Design frame_capture_monitor_flat, sky130hd; sources not shown.
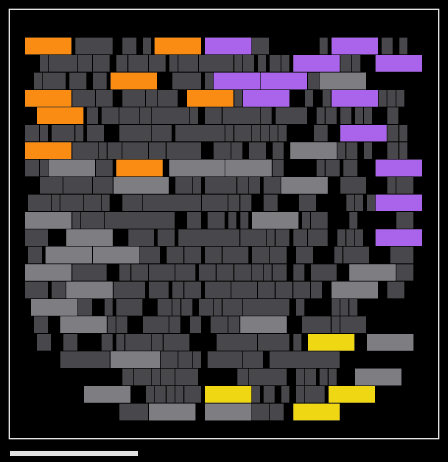
Figure 1: where the registers sit.
Scale bar: 20 um. Other sequential cells in the stronger grey, the rest of the logic in the fainter grey.
- `u_core.bus.last_line_count`: purple (flops 12; where north-east)
- `u_core.bus.error_count`: orange (flops 8; where north-west)
- `u_core.r_pulse_cnt`: yellow (flops 4; where south-east)
- not coloured: 25
Seq. pwr: 1.25 mW
sequential cell area: 990 um^2
post-layout util: 77.8%

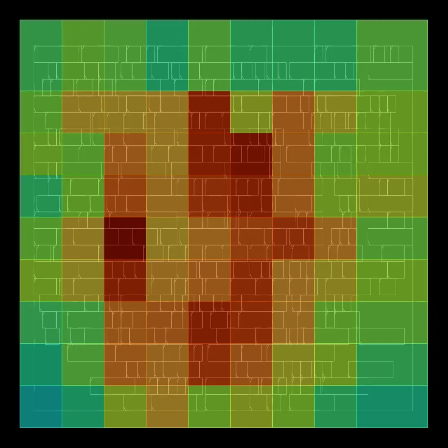
Figure 2: routing congestion.
met3 Usage GRT: 5.91%
GRT Util Overall: 25.6%
grt met2 use: 43.0%

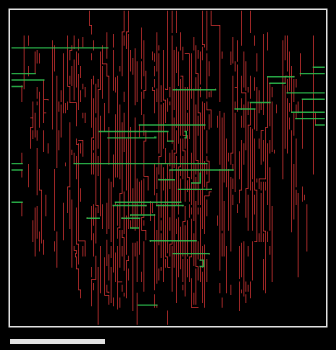
Figure 3: signal wires by layer.
Scale bar: 20 um. Two of the layers only.
- M3: green (wire length 260 um)
- M2: red (wire length 3110 um)
via count: 2023
Post-Route WL: 5.98 mm

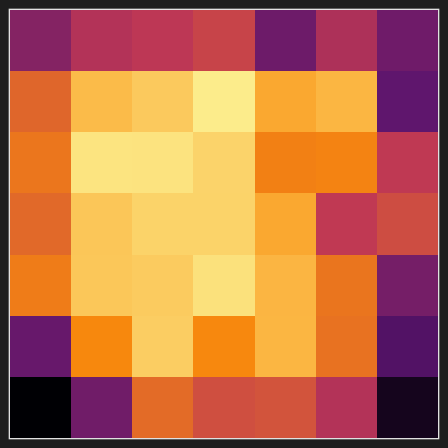
Figure 4: cell area per tile.
7 x 7 tiles, from black (low) to pale yellow (high), 0 to 100% covered.
- densest ninth of the die: centre
- tiles over 75% full: 37%
- mean over tiles: 63%
- nearly empty tiles: 2.0%
Core Region: 3720 um^2
core utilization before placement: 59.5%

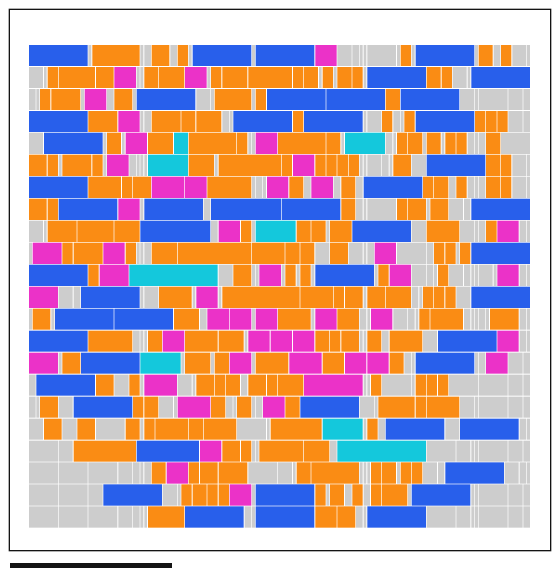
Figure 5: placement by cell class.
Scale bar: 20 um. Fill, decap, tap and diode cells in grey.
- remaining logic cells: orange (cells 196; share of their area 46%)
- registers: blue (cells 49; share of their area 35%)
- clock drivers and dummy loads: cyan (cells 8; share of their area 4.7%)
- remaining buffers and delay cells: magenta (cells 48; share of their area 14%)
Finished Cell Area: 2890 um^2
Seq area share: 34.2%
Rows: 22

==> results.cfg <==
; yosys + openroad results
[routing]
drc = 0
drtPass1Iterations = 4
drtAntennaViolNets = 0
vias_per_cell = 5.80
wl_per_cell_um = 17.1
drt_iter0_markers = 124

[synth]
synth_area_um2 = 2210
postSynthSeqShare_pct = 44.4
ys_ff = 49
ys_sh_mux_pct = 2.26
synth-edff-count = 0
common_cells = nand2_1 (50), dfxtp_1 (49), a21oi_1 (27), nor2_1 (17), inv_1 (10)
top_cells_by_area = dfxtp_1 (44%), nand2_1 (8.5%), a21oi_1 (6.1%), o221a_2 (3.1%), nor2_1 (2.9%)
synth_chip_area_um2 = 2210
ys_warn_count = 0
fa_ha_area_share_pct = 2.83
ys_cells = 255
ys_sh_xor_pct = 1.98
synth.distinct_cells = 45
synthesis.instances = 255
syn_nets = 265
async_flop_share_pct = 0
ys_sh_simple_pct = 28.6
ys_sh_aoi_pct = 16.1
syn_area_per_cell_um2 = 8.67
top_cell_area_share_pct = 44.4
top_cell = nand2_1
topCombFamilyByArea = simple AND/OR/NAND/NOR gates
ys_dominant_reg_cell = dfxtp_1
top_area_cell = dfxtp_1

[cts]
cts_made_buffers = 5
cts_buffer_depth = 2
htree_levels = 2
clk_latency_ns = 0.31
path_clk_slew_ns = 0.09
cts.sinks = 49
root_buffer = clkbuf_8
cts_tree = built

[grt]
antenna_found_initial = 0
grt-ovfl-total = 0
grt_pass1_vias = 1748
grt_pass1_wl_mm = 8.22
grt_max_degree = 20

[final_timing]
finalMaxSlewViolations = 0
min_period_ns = 1.76
setup_tns_ns = -1.39
max_freq_mhz = 567
hold-worst-slack_ns = 0.0134
layout_setup_ws_ns = -0.163
slew-limit-headroom_pct = 57.6
skew_ns = 0.00816
worst_pin_slew_ns = 0.634
setup_viol = 16
finalHoldViolations = 0
period_used_pct = 110
rsz0062_at_grt = true

[placed_design]
dp_hpwl_mm = 3.56
io_buffers = 0
gp_congestion = 0.871
dp.cells = 332

[run]
cap_viol_max_count = 0
warning_count = 30

[critical_path]
reg2reg_depth = 6
path_class = register to register
crit_fanout = 4
crit_required_ns = 1.81
cp.arrival_ns = 1.98
r2r_setup_slack_ns = -0.16
startpoint_type = register
crit_path_end_kind = register

[layout]
final-comb-area_um2 = 1270
num_antenna_cells = 0
drive_gt1_share_pct = 31.6
area_growth_pct = 30.8
nets = 310
stdcell_count = 349
fillers = 243

[status]
violations = negative setup slack
status = complete, but fails checks

[power]
leakage_nw = 1.06
power.density_nw_per_um2 = 825
power_mw = 2.39
peakVddDrop_mv = 0.638

[hold_path]
hp-class = input port to register
hold_depth = 2

[floorplan]
die_h_um = 66.8
fp.dieW_um = 66.8
chipArea_um2 = 4470
io_pins = 28
==> cells in the final DEF (no fill, tap or decap), types with 4 or more instances in the layout <==
master and count:
a21oi_1 24, and2_1 9, buf_4 39, buf_6 4, clkbuf_8 5, dfxtp_1 46, dlygate4sd3_1 4, inv_1 9
mux2i_1 5, nand2_1 48, nand2b_1 6, nand3_1 7, nor2_1 17, o21ai_0 5, o221a_2 6
==> critical path, cell delays in order (launching register included) <==
cell and delay, ns:
dfxtp_4 0.37, ha_4 0.16, and4_4 0.20, nand3_4 0.12, o21ai_2 0.06, or4_4 0.53
o41ai_2 0.23
==> area by class of cell <==
class / count / share of cell area [%]
clock inverter: 3 / 2.25
multi-input combinational: 186 / 44.0
sequential: 49 / 34.2
timing repair buffer: 48 / 13.8
clock buffer: 5 / 2.38
tap: 48 / 2.08
inverter: 10 / 1.30
==> through the flow <==
step	worst slack, ns	utilization (%)	area, um^2
2_1_floorplan	-0.0245	-	2240
3_3_place_gp	-0.0624	68.7	2550
3_5_place_dp	-0.0774	68.7	2550
4_1_cts	-0.0904	74.6	2770
5_1_grt	-0.234	77.8	2890
6_report	-0.163	77.8	2890
==> where the power goes <==
part           leakage (nW)  internal (mW)  total (mW)  switching [mW]
clock network        0.0681          0.621        1.06           0.438
registers             0.398           1.23        1.25          0.0125
logic                 0.598         0.0353      0.0803          0.0451
total                  1.06           1.89        2.39           0.496
==> layer usage <==
metal / GRT usage (%) / vias up / share of wire (%)
li1: - / 977 / -
met1: 30.2 / 979 / 42
met2: 43.0 / 58 / 52
met3: 5.91 / 9 / 4.3
met4: 8.42 / 0 / 1.5
met5: - / - / 0
==> cells by family after synthesis <==
kind of cell,after synthesis
mux,5
compound gates,51
xor+xnor,5
simple gates,120
fa+ha+maj,5
buf+inv,20
flops,49
==> timing repair <==
item,CTS,global route
pin swaps,5,5
hold buffers,4,0
gates resized,9,20
hold endpoints to repair,15,0
setup endpoints to repair,18,20
setup buffers,2,3
gates cloned,0,0
Power and IR drop assume default switching activity.
